==> run_1/layers.png <==
Scale: 3 px per µm. Only two layers are drawn.
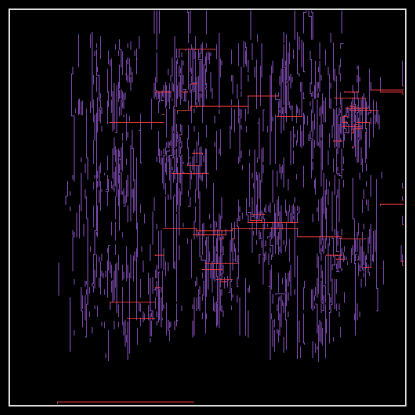
==> run_1/gates.png <==
Scale: 3 px per µm.
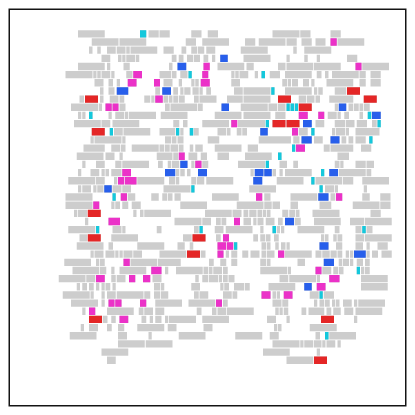
==> run_1/route_heat.png <==
Scale: 2 px per µm. The die is cut into 26 by 26 equal tiles; dark purple is low, yellow is high, scaled to the fullest tile. Values are wire area over tile area, all layers added.
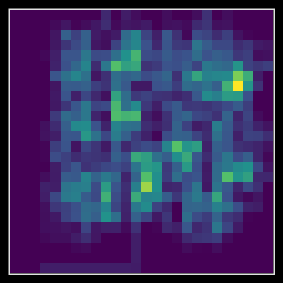
<file path="config.mk">
export PLATFORM = sky130hd
export DESIGN_NAME = pb_gesture_ctrl
export DESIGN_NICKNAME = d
export VERILOG_FILES = /design/src/rtl/pb_gesture_pkg.sv /design/src/rtl/pb_gesture_chan.sv /design/src/rtl/pb_gesture_ctrl.sv
export SDC_FILE = /design/constraint.sdc
export NUM_CORES = 1
export LEC_CHECK = 0
export CAP_MARGIN = 15
export CORE_MARGIN = 4
export CORE_UTILIZATION = 39
export DETAILED_ROUTE_END_ITERATION = 16
export GPL_ROUTABILITY_DRIVEN = 1
export PLACE_DENSITY_LB_ADDON = 0.25
export SLEW_MARGIN = 20
export SYNTH_ARGS = -nofsm -noshare
export SYNTH_HDL_FRONTEND = slang
export SYNTH_SLANG_ARGS = --single-unit
</file>
<file path="constraint.sdc">
create_clock -name i_clk -period 3.9 [get_ports i_clk]
set_clock_uncertainty 0.1 [all_clocks]
set_input_delay 0.39 -clock i_clk [delete_from_list [all_inputs] [get_ports i_clk]]
set_output_delay 0.39 -clock i_clk [all_outputs]
set_load 0.05 [all_outputs]
</file>
<file path="src/rtl/pb_gesture_pkg.sv">
// Shared types and helpers for the push-button gesture controller.
// Gesture codes match the values that appear on the event port.
package pb_gesture_pkg;

  typedef enum logic [2:0] {
    GC_NONE     = 3'd0,
    GC_SHORT    = 3'd1,
    GC_DOUBLE   = 3'd2,
    GC_LONG     = 3'd3,
    GC_REPEAT   = 3'd4,
    GC_LONG_END = 3'd5
  } gesture_code_t;

  typedef enum logic [2:0] {
    ST_IDLE  = 3'd0,
    ST_HELD  = 3'd1,
    ST_RPT   = 3'd2,
    ST_WAIT2 = 3'd3,
    ST_HELD2 = 3'd4
  } state_t;

  localparam int MAX_BTN = 8;

  function automatic int max3(input int a, input int b, input int c);
    int m;
    m = (a > b) ? a : b;
    return (m > c) ? m : c;
  endfunction

endpackage

</file>
<file path="src/rtl/pb_gesture_chan.sv">
// One button's gesture classifier: FSM, saturating tick timer and a
// single-entry pending event slot with a sticky overflow flag.
module pb_gesture_chan
  import pb_gesture_pkg::*;
#(
  parameter int LONG_TICKS   = 800,
  parameter int DCLICK_TICKS = 250,
  parameter int REPEAT_TICKS = 150
) (
  input  logic          i_clk,
  input  logic          i_rst,
  input  logic          i_tick,
  input  logic          i_press,
  input  logic          i_rel,
  input  logic          i_grant,
  output logic          o_slot_full,
  output gesture_code_t o_slot_code,
  output logic          o_overflow
);

  localparam int TW = $clog2(max3(LONG_TICKS, DCLICK_TICKS, REPEAT_TICKS) + 1);
  localparam logic [TW-1:0] LONG_LAST   = TW'(LONG_TICKS - 1);
  localparam logic [TW-1:0] DCLICK_LAST = TW'(DCLICK_TICKS - 1);
  localparam logic [TW-1:0] REPEAT_LAST = TW'(REPEAT_TICKS - 1);
  localparam logic [TW-1:0] TIMER_SAT   = {TW{1'b1}};

  state_t        state_r;
  state_t        state_nxt_s;
  logic [TW-1:0] timer_r;
  logic          timer_clr_s;
  logic          emit_s;
  gesture_code_t emit_code_s;
  logic          press_s;
  logic          rel_s;
  logic          slot_full_r;
  gesture_code_t slot_code_r;
  logic          overflow_r;

  // Simultaneous press and release cancel each other out.
  assign press_s = i_press & ~i_rel;
  assign rel_s   = i_rel & ~i_press;

  // Classification: next state, timer clear and gesture to emit.
  always_comb begin
    state_nxt_s = state_r;
    timer_clr_s = 1'b0;
    emit_s      = 1'b0;
    emit_code_s = GC_NONE;
    case (state_r)
      ST_IDLE: begin
        if (press_s) begin
          state_nxt_s = ST_HELD;
          timer_clr_s = 1'b1;
        end else begin
          state_nxt_s = ST_IDLE;
        end
      end
      ST_HELD: begin
        if (rel_s) begin
          state_nxt_s = ST_WAIT2;
          timer_clr_s = 1'b1;
        end else if (i_tick && (timer_r == LONG_LAST)) begin
          state_nxt_s = ST_RPT;
          timer_clr_s = 1'b1;
          emit_s      = 1'b1;
          emit_code_s = GC_LONG;
        end else begin
          state_nxt_s = ST_HELD;
        end
      end
      ST_RPT: begin
        if (rel_s) begin
          state_nxt_s = ST_IDLE;
          timer_clr_s = 1'b1;
          emit_s      = 1'b1;
          emit_code_s = GC_LONG_END;
        end else if (i_tick && (timer_r == REPEAT_LAST)) begin
          timer_clr_s = 1'b1;
          emit_s      = 1'b1;
          emit_code_s = GC_REPEAT;
        end else begin
          state_nxt_s = ST_RPT;
        end
      end
      ST_WAIT2: begin
        if (press_s) begin
          state_nxt_s = ST_HELD2;
          timer_clr_s = 1'b1;
          emit_s      = 1'b1;
          emit_code_s = GC_DOUBLE;
        end else if (i_tick && (timer_r == DCLICK_LAST)) begin
          state_nxt_s = ST_IDLE;
          timer_clr_s = 1'b1;
          emit_s      = 1'b1;
          emit_code_s = GC_SHORT;
        end else begin
          state_nxt_s = ST_WAIT2;
        end
      end
      ST_HELD2: begin
        if (rel_s) begin
          state_nxt_s = ST_IDLE;
          timer_clr_s = 1'b1;
        end else begin
          state_nxt_s = ST_HELD2;
        end
      end
      default: begin
        state_nxt_s = ST_IDLE;
        timer_clr_s = 1'b1;
      end
    endcase
  end

  // State register and saturating tick timer.
  always_ff @(posedge i_clk or posedge i_rst) begin
    if (i_rst) begin
      state_r <= ST_IDLE;
      timer_r <= {TW{1'b0}};
    end else begin
      state_r <= state_nxt_s;
      if (timer_clr_s) begin
        timer_r <= {TW{1'b0}};
      end else if (i_tick && (timer_r != TIMER_SAT)) begin
        timer_r <= timer_r + {{(TW-1){1'b0}}, 1'b1};
      end
    end
  end

  // Pending slot: a grant frees it in time to accept a same-cycle emit.
  always_ff @(posedge i_clk or posedge i_rst) begin
    if (i_rst) begin
      slot_full_r <= 1'b0;
      slot_code_r <= GC_NONE;
      overflow_r  <= 1'b0;
    end else if (emit_s && (!slot_full_r || i_grant)) begin
      slot_full_r <= 1'b1;
      slot_code_r <= emit_code_s;
    end else if (emit_s) begin
      overflow_r  <= 1'b1;
    end else if (i_grant) begin
      slot_full_r <= 1'b0;
    end
  end

  assign o_slot_full = slot_full_r;
  assign o_slot_code = slot_code_r;
  assign o_overflow  = overflow_r;

endmodule

</file>
<file path="src/rtl/pb_gesture_ctrl.sv">
// Gesture controller top: shared tick prescaler, per-button classifiers and a
// round-robin arbiter feeding one registered valid/ready event port.
module pb_gesture_ctrl
  import pb_gesture_pkg::*;
#(
  parameter int N_BTN        = 4,
  parameter int TICK_DIV     = 100000,
  parameter int LONG_TICKS   = 800,
  parameter int DCLICK_TICKS = 250,
  parameter int REPEAT_TICKS = 150
) (
  input  logic             i_clk,
  input  logic             i_rst,
  input  logic [N_BTN-1:0] i_pressed_pulse,
  input  logic [N_BTN-1:0] i_released_pulse,
  input  logic             i_evt_ready,
  output logic             o_evt_valid,
  output logic [2:0]       o_evt_btn,
  output logic [2:0]       o_evt_code,
  output logic [N_BTN-1:0] o_overflow
);

  localparam int PW = (TICK_DIV > 1) ? $clog2(TICK_DIV) : 1;
  localparam logic [PW-1:0] PRE_LAST = PW'(TICK_DIV - 1);
  localparam logic [2:0]    BTN_LAST = 3'(N_BTN - 1);

  logic [PW-1:0]      pre_cnt_r;
  logic               tick_s;
  logic [MAX_BTN-1:0] slot_full_s;
  gesture_code_t      slot_code_s [MAX_BTN];
  logic [N_BTN-1:0]   grant_s;
  logic [2:0]         rr_ptr_r;
  logic [2:0]         pick_s;
  logic               pick_found_s;
  logic               load_en_s;
  logic               evt_valid_r;
  logic [2:0]         evt_btn_r;
  logic [2:0]         evt_code_r;

  function automatic logic [2:0] rr_index(input logic [2:0] base, input int unsigned k);
    int unsigned s;
    s = 32'(base) + k;
    s = (s >= unsigned'(N_BTN)) ? (s - unsigned'(N_BTN)) : s;
    return s[2:0];
  endfunction

  assign tick_s = (pre_cnt_r == PRE_LAST);

  // Tick prescaler shared by every channel.
  always_ff @(posedge i_clk or posedge i_rst) begin
    if (i_rst) begin
      pre_cnt_r <= {PW{1'b0}};
    end else if (tick_s) begin
      pre_cnt_r <= {PW{1'b0}};
    end else begin
      pre_cnt_r <= pre_cnt_r + {{(PW-1){1'b0}}, 1'b1};
    end
  end

  for (genvar g = 0; g < MAX_BTN; g++) begin : g_btn
    if (g < N_BTN) begin : g_chan
      pb_gesture_chan #(
        .LONG_TICKS   (LONG_TICKS),
        .DCLICK_TICKS (DCLICK_TICKS),
        .REPEAT_TICKS (REPEAT_TICKS)
      ) u_chan (
        .i_clk       (i_clk),
        .i_rst       (i_rst),
        .i_tick      (tick_s),
        .i_press     (i_pressed_pulse[g]),
        .i_rel       (i_released_pulse[g]),
        .i_grant     (grant_s[g]),
        .o_slot_full (slot_full_s[g]),
        .o_slot_code (slot_code_s[g]),
        .o_overflow  (o_overflow[g])
      );
    end else begin : g_pad
      assign slot_full_s[g] = 1'b0;
      assign slot_code_s[g] = GC_NONE;
    end
  end

  assign load_en_s = ~evt_valid_r | i_evt_ready;

  // First occupied slot at or after the round-robin pointer.
  always_comb begin
    pick_found_s = 1'b0;
    pick_s       = 3'd0;
    for (int k = 0; k < N_BTN; k++) begin
      if (!pick_found_s && slot_full_s[rr_index(rr_ptr_r, unsigned'(k))]) begin
        pick_found_s = 1'b1;
        pick_s       = rr_index(rr_ptr_r, unsigned'(k));
      end else begin
        pick_found_s = pick_found_s;
      end
    end
  end

  // One-hot grant, only when the output register can take a new event.
  always_comb begin
    grant_s = {N_BTN{1'b0}};
    for (int i = 0; i < N_BTN; i++) begin
      grant_s[i] = load_en_s & pick_found_s & (pick_s == 3'(i));
    end
  end

  // Output event register and round-robin pointer.
  always_ff @(posedge i_clk or posedge i_rst) begin
    if (i_rst) begin
      evt_valid_r <= 1'b0;
      evt_btn_r   <= 3'd0;
      evt_code_r  <= 3'd0;
      rr_ptr_r    <= 3'd0;
    end else if (load_en_s) begin
      if (pick_found_s) begin
        evt_valid_r <= 1'b1;
        evt_btn_r   <= pick_s;
        evt_code_r  <= slot_code_s[pick_s];
        rr_ptr_r    <= (pick_s == BTN_LAST) ? 3'd0 : (pick_s + 3'd1);
      end else begin
        evt_valid_r <= 1'b0;
        evt_btn_r   <= 3'd0;
        evt_code_r  <= 3'd0;
      end
    end
  end

  assign o_evt_valid = evt_valid_r;
  assign o_evt_btn   = evt_btn_r;
  assign o_evt_code  = evt_code_r;

endmodule

</file>
==> reports/metrics.yaml, run 1 <==
use_met3_pct: 3.71
cts_buffers: 9
maxCapViolCount: 0
slew_violations: 0
antenna_found_initial: 0
top_usage_layer: "met2"
ys_area_um2: 5970
htreeDepth: 3
nets: 693
synth_top_cell_by_area: "dfrtp_1"
period_needed_ps: 3350
tightest_slew_ps: 810
async_flop_share_pct: 100
ctsResizeCount: 0
cts.sinks: 99
grt_pass1_vias: 4698
ios: 22
rows: 44
max_freq_mhz: 298
clockBufferDepth: 2
run_status: "finished, final reports clean"
grt_start_max_net_pins: 85
hold_class: "in2async"
syn_area_um2: 5970
drt_iter0_markers: 301
antennaDiodeCount: 0
worst_r2r_startpoint: "rr_ptr_r[0]"
vias_per_cell: 5.59
required_ps: 4030
clk_latency_ps: 350
period_used_pct: 85.9
syn-num-nets: 677
synth.distinct_cells: 81
crit_start: "rr_ptr_r[0]"
grt_pass1_wl_um: 22400
place.gp.congestion: 0.898
use_met2_pct: 24.3
final-setup-viol-count: 0
critPathMaxFanout: 16
ctsHoldBuffers: 0
critPathTopFamily: "AND-OR/OR-AND gates"
worstSetupPathType: "reg2reg"
drcViolationCount: 0
synth_top_area_share_pct: 41.5
crit_arrival_ps: 3480
tns_ps: 0
hold_violations: 0
cts_root_buf: "clkbuf_16"
maxSlewHeadroom_pct: 46.0
numSynthFlops: 99
yosysWarnings: 0
syn_inst: 651
synth-main-ff-cell: "dfrtp_1"
cts_tree: "yes"
area_growth_pct: 11.4
crit_chain: "buf_4 > inv_1 > ha_1 > mux4_2 > a21o_1 > nor3_2 > a31o_2 > ha_1 > inv_1 > o21a_1 > a21oi_2 > mux2_1"
port_buffers: 21
ant_nets: 0
total_power_uw: 4070
chipArea_um2: 17300
gr-total-overflow: 0
grt_setup_unrepaired: "no"
post_cts.repair.setup_buffers: 0
edf_count: 0
crit_slowest_cell: "ha_1"
topCellsByArea: "dfrtp_1, nor2_1, xnor2_1"
initial_utilization_pct: 40.5
cp_num_buf_inv: 3
grt.met1_usage_pct: 20.8
drive_above_1_share_pct: 6.99
clk_pin_slew_ps: 70
ir_drop_mv: 0.310
rrSetupSlack_ps: 550
wl_met3_um: 399
avgSynthCellArea_um2: 9.17
startpoint_type: "flip-flop"
power_leakage_uw: 0.00270
endpoint_kind: "flip-flop"
top_layer_used: "met4"
routed-wl-met2_um: 5950
drt_pass1_iterations: 5
worst_path_largest_cell_delay_ps: 370
dieWidth_um: 132
met1_length_um: 6060
warnings: 34
power_per_cell_area_nw_per_um2: 612
core_um2: 14800
ys_cells: 651
die_h_um: 132
synth_seq_share_pct: 41.5
place_hpwl_um: 9120
Back to the opening pictures, layers.png:
red -> M3  # wire length 399 µm
purple -> M2  # wire length 5950 µm
DR WL/cell: 14.7 µm
routed via count: 4782
gr usage total: 15.3%
Routed WL: 12600 µm

Back to the opening pictures, gates.png:
red -> fa/ha/maj cells  # cells 15, most used ha_1
cyan -> inv cells  # cells 32, most used inv_1
blue -> non-inverting ao/oa cells  # cells 25
magenta -> and/or cells  # cells 48, most used and2_1
Layout Cells excl Fill: 856
Comb/total area: 49.0%

Back to the opening pictures, route_heat.png:
nearly empty tiles = 29%
tiles over half the peak = 5.8%
mean over tiles = 0.11
emptiest ninth of the die = south-west

[run 1: cell usage in the layout (no fill, tap or decap), drive strengths merged, types with 5 or more instances in the layout]
master         count
clkdlybuf4s50     21
nor3              29
nor2              85
or3                5
and3               9
nand2             51
mux2               6
o21a               5
buf                5
clkbuf            12
o21ai             26
ha                15
mux2i              7
a21oi             20
nor4               5
nor3b              5
dfrtp             99
nand2b            13
or2                5
nand4             22
and2              11
a31oi              6
o21bai             5
inv               32
xor2              24
and4               9
nor2b              9
nand3             27
o31ai              7
xnor2             25
[run 1: registers in the layout, indices dropped and copies added, names as in the netlist, 3 cells and up]
name,flops
g_btn.g_chan.u_chan.o_overflow,4
g_btn.g_chan.u_chan.timer_r,40
rr_ptr_r,3
g_btn.g_chan.u_chan.o_slot_code,12
g_btn.g_chan.u_chan.o_slot_full,4
o_evt_code,3
o_evt_btn,3
g_btn.g_chan.u_chan.state_r,12
pre_cnt_r,17
[run 1: cells by family (layout without fill, tap and decap cells)]
| family | after synthesis | after routing | share of synthesized area, % |
|---|---|---|---|
| adder cells (fa/ha/maj) | 15 | 15 | 3.14 |
| buffers and inverters | 53 | 74 | 4.00 |
| multiplexers | 15 | 15 | 3.12 |
| AND/OR/NAND/NOR | 298 | 298 | 25.8 |
| flip-flops | 99 | 99 | 41.5 |
| XOR/XNOR | 49 | 49 | 7.19 |
| AND-OR/OR-AND | 122 | 122 | 15.2 |
[run 1: stage by stage]
stage          util (%)  setup slack [ps]  std cells  instance area [µm²]  hold WS (ps)
5_1_grt            45.1               321        856                 6650           231
6_report           45.1               549        856                 6650           218
2_1_floorplan         -               546        651                 5970           329
3_3_place_gp       43.0               683        840                 6350           364
4_1_cts            45.1               542        856                 6650           213
3_5_place_dp       43.0               558        840                 6350           365
[run 1: power by group]
part           total (µW)  internal (µW)  leakage (µW)  switching (µW)
Combinational        1750            681       0.00126            1070
Clock                 900            515      0.000139             385
Sequential           1420           1210       0.00130             208
[run 1: Yosys cell counts, drive strengths merged, types with 6 or more instances]
library cell	count
dfrtp	99
nor2	85
nand2	51
inv	32
nor3	29
nand3	27
o21ai	26
xnor2	25
xor2	24
nand4	22
a21oi	20
ha	15
nand2b	13
buf	12
and2	11
and3	9
and4	9
clkbuf	9
nor2b	9
mux2i	7
o31ai	7
a31oi	6
mux2	6
[run 1: cell type report]
type                            count  area, µm²
Clock buffer                       12        246
Clock inverter                      4       50.0
Fill cell                        1415       8110
Inverter                           32        123
Multi-Input combinational cell    499       3260
Sequential cell                    99       2480
Tap cell                          184        230
Timing Repair Buffer               26        260
[run 1: path summary, 6_finish.rpt]
kind                                                         end  cells past startpoint
min                            g_btn[0].g_chan.u_chan.timer_r[7]                      2
min in group i_clk             g_btn[3].g_chan.u_chan.o_overflow                      1
max                        g_btn[2].g_chan.u_chan.o_slot_code[0]                     12
min reg2reg                    g_btn[3].g_chan.u_chan.o_overflow                      1
max in group asynchronous  g_btn[0].g_chan.u_chan.o_slot_code[2]                      3
max reg2reg                g_btn[2].g_chan.u_chan.o_slot_code[0]                     12
==> run_1/closeup.png <==
Window x 51 to 81, y 51 to 81 µm. Cells in gray, sequential cells in the stronger gray; small squares are vias.
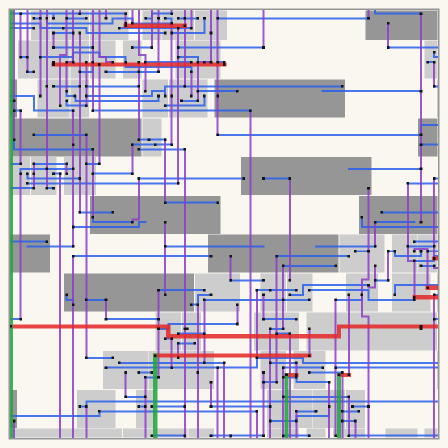

## Run 2: what changed since run 1
CORE_ASPECT_RATIO = 0.9   (was default)
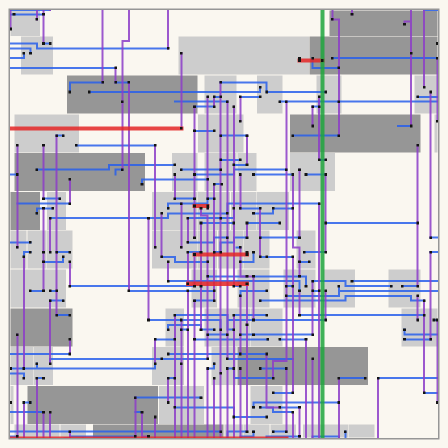
(run_2/closeup.png)
Window x 54 to 84, y 48 to 78 µm. Cells in gray, sequential cells in the stronger gray; small squares are vias.
purple -> M2
green -> M4
red -> M3
blue -> M1
sequential cells in the window = 7
netlist names of flops here include = g_btn.g_chan.u_chan.timer_r (4), g_btn.g_chan.u_chan.o_slot_code (2)
most frequent = nor3_1 (7), dfrtp_1 (7)
cells with their middle in the window = 47

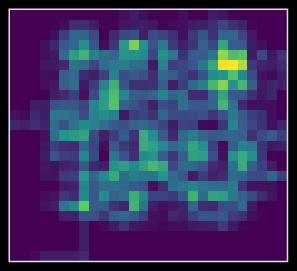
(run_2/route_heat.png)
Scale: 2 px per µm. The die is cut into 28 by 25 equal tiles; dark purple is low, yellow is high, scaled to the fullest tile. Values are wire area over tile area, all layers added.
nearly empty tiles = 29%
densest ninth of the die = center
tiles over half the peak = 8.4%
mean over tiles = 0.12
emptiest ninth of the die = south-west
fullest tile = 0.63
Routed WL: 12900 µm
DR WL/cell: 14.9 µm
routed via count: 4802
gr usage total: 15.3%

==> run 2 against run 1 <==
Net effect:
- power up 2.7%
- fmax shrank 1.0%
- sequential cell count stayed put
- hold slack improved by 170 ps
- sequential power hardly changed
- via count increased by 0.42%
- clock power up 8.3%
- sequential share of layout area down 0.24 points
- core utilization is 0.062 points lower
- cell area up 0.66%
- die area about the same
- first-iteration DRC count is 17% higher
- critical path type unchanged
- highest routed layer unchanged
==> reports/metrics.yaml, run 2 <==
run_status: "finished, final reports clean"
rrSetupSlack_ps: 510
syn_inst: 651
required_ps: 4040
xor_share_pct: 7.19
async_flop_share_pct: 100
antennaDiodeCount: 0
final_cell_mix: "dfrtp_1, nor2_1, nand2_1, inv_1"
largest_register: "g_btn.g_chan.u_chan.timer_r"
antenna_found_initial: 0
avgSynthCellArea_um2: 9.17
worstSetupPathType: "reg2reg"
compound_area_share_pct: 15.2
common_cells: "dfrtp_1, nor2_1, nand2_1"
crit_chain: "buf_4 > inv_1 > ha_1 > mux4_2 > a21o_1 > nor3_2 > a31o_2 > ha_1 > inv_1 > o21a_1 > a21oi_2 > mux2_1"
mux_area_share_pct: 3.12
hold_class: "reg2reg"
die_h_um: 125
fillCellCount: 1413
grt_pass1_vias: 4637
period_needed_ps: 3390
synth_top_area_share_pct: 41.5
nets: 694
dieWidth_um: 138
post_cts.repair.setup_buffers: 0
ys_cells: 651
gr-total-overflow: 0
warnings: 34
tns_ps: 0
clk_pin_slew_ps: 70
total_power_uw: 4180
topCellsByArea: "dfrtp_1, nor2_1, xnor2_1"
power_per_cell_area_nw_per_um2: 625
syn_area_um2: 5970
final-setup-viol-count: 0
grt_setup_unrepaired: "no"
ctsHoldBuffers: 0
cts.sinks: 99
slew_violations: 0
worst_path_largest_cell_delay_ps: 380
critPathMaxFanout: 16
initial_utilization_pct: 40.1
place_hpwl_um: 9340
maxSlewHeadroom_pct: 40.0
ir_drop_mv: 0.358
top_logic_kind: "simple AND/OR/NAND/NOR gates"
logic_area_um2: 3260
simple_gate_share_pct: 25.8
cts_buffers: 9
hold_violations: 0
startpoint_type: "flip-flop"
ios: 22
yosysWarnings: 0
clk_latency_ps: 360
max_freq_mhz: 295
drt_pass1_iterations: 5
area_growth_pct: 12.1
fin_util_pct: 45.0
ys_area_um2: 5970
rows: 42
drcViolationCount: 0
yosysMostFrequentCell: "dfrtp_1"
register_area_um2: 2480
power_leakage_uw: 0.00272
lay_top_count: "dfrtp_1"
synth-main-ff-cell: "dfrtp_1"
htreeDepth: 3
clockBufferDepth: 2
grt_pass1_wl_um: 22300
synth_top_cell_by_area: "dfrtp_1"
edf_count: 0
maxCapViolCount: 0
stdcell_area_um2: 6690
tightest_slew_ps: 900
grt_start_max_net_pins: 73
cts_root_buf: "clkbuf_16"
period_used_pct: 86.8
numSynthFlops: 99
vias_per_cell: 5.51
core_um2: 14900
largest_reg_flops: 40
ctsResizeCount: 0
chipArea_um2: 17300
run 2: cell counts after synthesis:
No cell type changed its count.
run 2: worst paths after layout:
check                                                   from                                     to  cells after the start
setup / recovery                                 rr_ptr_r[0]  g_btn[2].g_chan.u_chan.o_slot_code[0]                     12
hold / removal             g_btn[2].g_chan.u_chan.o_overflow      g_btn[2].g_chan.u_chan.o_overflow                      1
setup reg to reg                                 rr_ptr_r[0]  g_btn[2].g_chan.u_chan.o_slot_code[0]                     12
hold reg to reg            g_btn[2].g_chan.u_chan.o_overflow      g_btn[2].g_chan.u_chan.o_overflow                      1
max in group asynchronous                              i_rst      g_btn[2].g_chan.u_chan.timer_r[4]                      3
min in group asynchronous                              i_rst      g_btn[0].g_chan.u_chan.state_r[1]                      2
run 2: through the flow:
step | hold WS [ps] | cells | worst slack, ps
detailed placement | 379 | 855 | 568
CTS | 398 | 871 | 539
finish | 391 | 871 | 514
global route | 415 | 871 | 260
floorplan | 329 | 651 | 546
global placement | 370 | 855 | 686
run 2: layer usage:
metal  share of wire [%]  up-vias  GRT usage [%]
met2                  46      105           23.8
li1                    -     2362              -
met3                 4.3       15           4.05
met5                   0        -              0
met1                  48     2320           20.9
met4                 1.6        0           5.23
run 2: critical path, delay by kind of cell, from the launching register on:
kind | cells | cell delay [ps]
AND-OR/OR-AND | 4 | 890
adder cells (fa/ha/maj) | 2 | 550
buffers and inverters | 3 | 330
flip-flops | 1 | 320
multiplexers | 2 | 700
AND/OR/NAND/NOR | 1 | 380
run 2: cells by family after synthesis:
| group | Yosys count |
|---|---|
| AND/OR/NAND/NOR | 298 |
| buffers and inverters | 53 |
| multiplexers | 15 |
| adder cells (fa/ha/maj) | 15 |
| AND-OR/OR-AND | 122 |
| XOR/XNOR | 49 |
| flip-flops | 99 |
run 2: report_power, final:
part | switching [µW] | total [µW] | internal (µW)
Combinational | 1110 | 1790 | 680
Sequential | 211 | 1420 | 1210
Clock | 395 | 975 | 579
Total | 1710 | 4180 | 2470
run 2: final cells by class:
| type | count | area share [%] |
|---|---|---|
| clock buffer | 10 | 3.57 |
| clock inverter | 6 | 1.33 |
| inverter | 32 | 1.83 |
| multi-input combinational | 499 | 48.7 |
| sequential | 99 | 37.0 |
| tap | 198 | 3.70 |
| timing repair buffer | 27 | 3.81 |
Power and IR drop assume default switching activity.
